Figure 1. Supply network.
Scale: 2 px per um. Pins as bars on the die edge. Tap cells in gray.
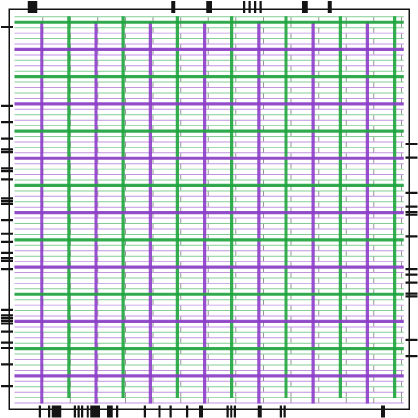
Figure 2. Metal 2.
Scale: 1.5 px per um.
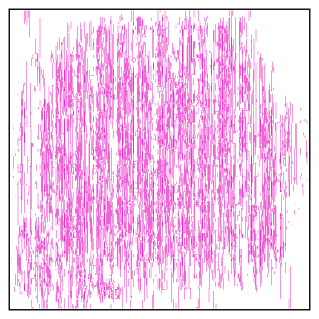
Figure 3. Clock nets.
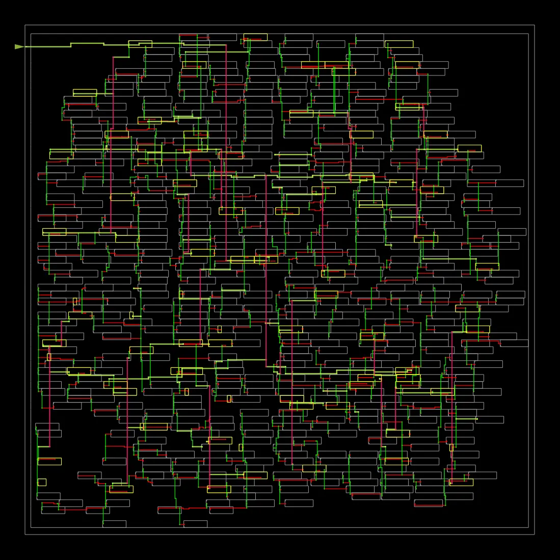
Figure 4. M3 wires.
Scale: 1.5 px per um. Cells faint in the background.
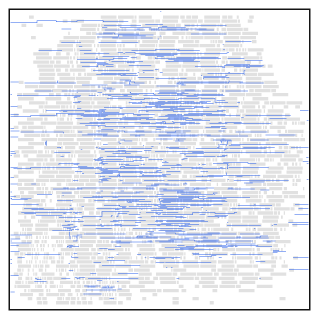
Design at86rf215_rx_stream_fifo, sky130hd; sources not shown.
==> flow_summary.toml <==
# generated from flow reports
[outcome]
outcome = "complete, no violations"

[place]
pre_cts_slack_ps = 57.5
numPortBuffers = 95
hpwl_um = 39000

[worst_setup_path]
rr_worst_depth = 7
crit_family = "buffers and inverters"
crit_cells = 7
crit_type = "reg2out"
r2r_slack_ps = 990
crit_path_start_kind = "flip-flop"

[min_path]
hp-class = "reg2reg"

[final_timing]
fin_tns_setup_ps = 0
holdWs_ps = 335
max_freq_ghz = 0.255
final_hold_viol_count = 0

[layout]
fin_nets = 1895
areaGrowthSynthToFinish_pct = 18.8
register_area_um2 = 16600
logic_gates = 843
comb_share_pct = 19.6
final_util_pct = 72.3
largest_register_ffs = 528
seq_cell_count = 558
nonClkBufAreaFrac_pct = 7.86
layout_top_cells = "edfxtp_1, o21ai_0, inv_1"
clock_area_share_pct = 6.85

[clock_tree]
cts_resized = 64
cts_buffer_depth = 3
clk_pin_slew_worst_paths_ps = 60

[logic_synthesis]
synth_area_leader_cell = "edfxtp_1"
synthesis.nets = 1710
synthArstFlopShare_pct = 5.38
synth.comb.largest_family = "AND-OR/OR-AND gates"
compound_area_share_pct = 11.4
synthTopCellsByCount = "edfxtp_1, o21ai_0, inv_1"
area_leaders = "edfxtp_1, mux2i_1, o211ai_1, o21ai_0, dfrtp_1"
syn_area_um2 = 22900

[routing]
drc = 0
dr.max_layer_used = "met5"
met3WireLength_um = 7540

[job]
drv_cap = 0

[global_routing]
grt_pass1_wl_um = 92200
overflow = 0

[die]
fp_util_pct = 60.9
taps = 511

[pwr]
switching_power_mw = 5.52
p_clk_share_pct = 31.5
p_seq_share_pct = 38.5
total_power_mw = 17.0
power.leakage_nw = 9.59
power_frac_comb_pct = 30.0
About Figure 1:
net	color
VDD	green
VSS	purple
met4 straps	14
rows	71
met5 straps	14
Die Height: 199 um
DIE WIDTH: 199 um

About Figure 2:
share of all routed wire	48%
longest straight run	65.2 um
main direction	vertical
wire length on this layer	30.6 mm
nets with wire on the layer	1550
Total Routed Length: 63300 um
Via Count: 15300

About Figure 3:
clock sinks: 558
P_clk: 5.35 mW
Late-Pin Clk Latency: 570 ps
# clk buffers: 81
CTS buffer count: 66

About Figure 4:
longest straight run	75.4 um
main direction	horizontal
wire length on this layer	7540 um
share of all routed wire	12%
met3 Track Usage GR: 7.56%

Power figures rest on the tool's default switching activity, not on a simulated workload.
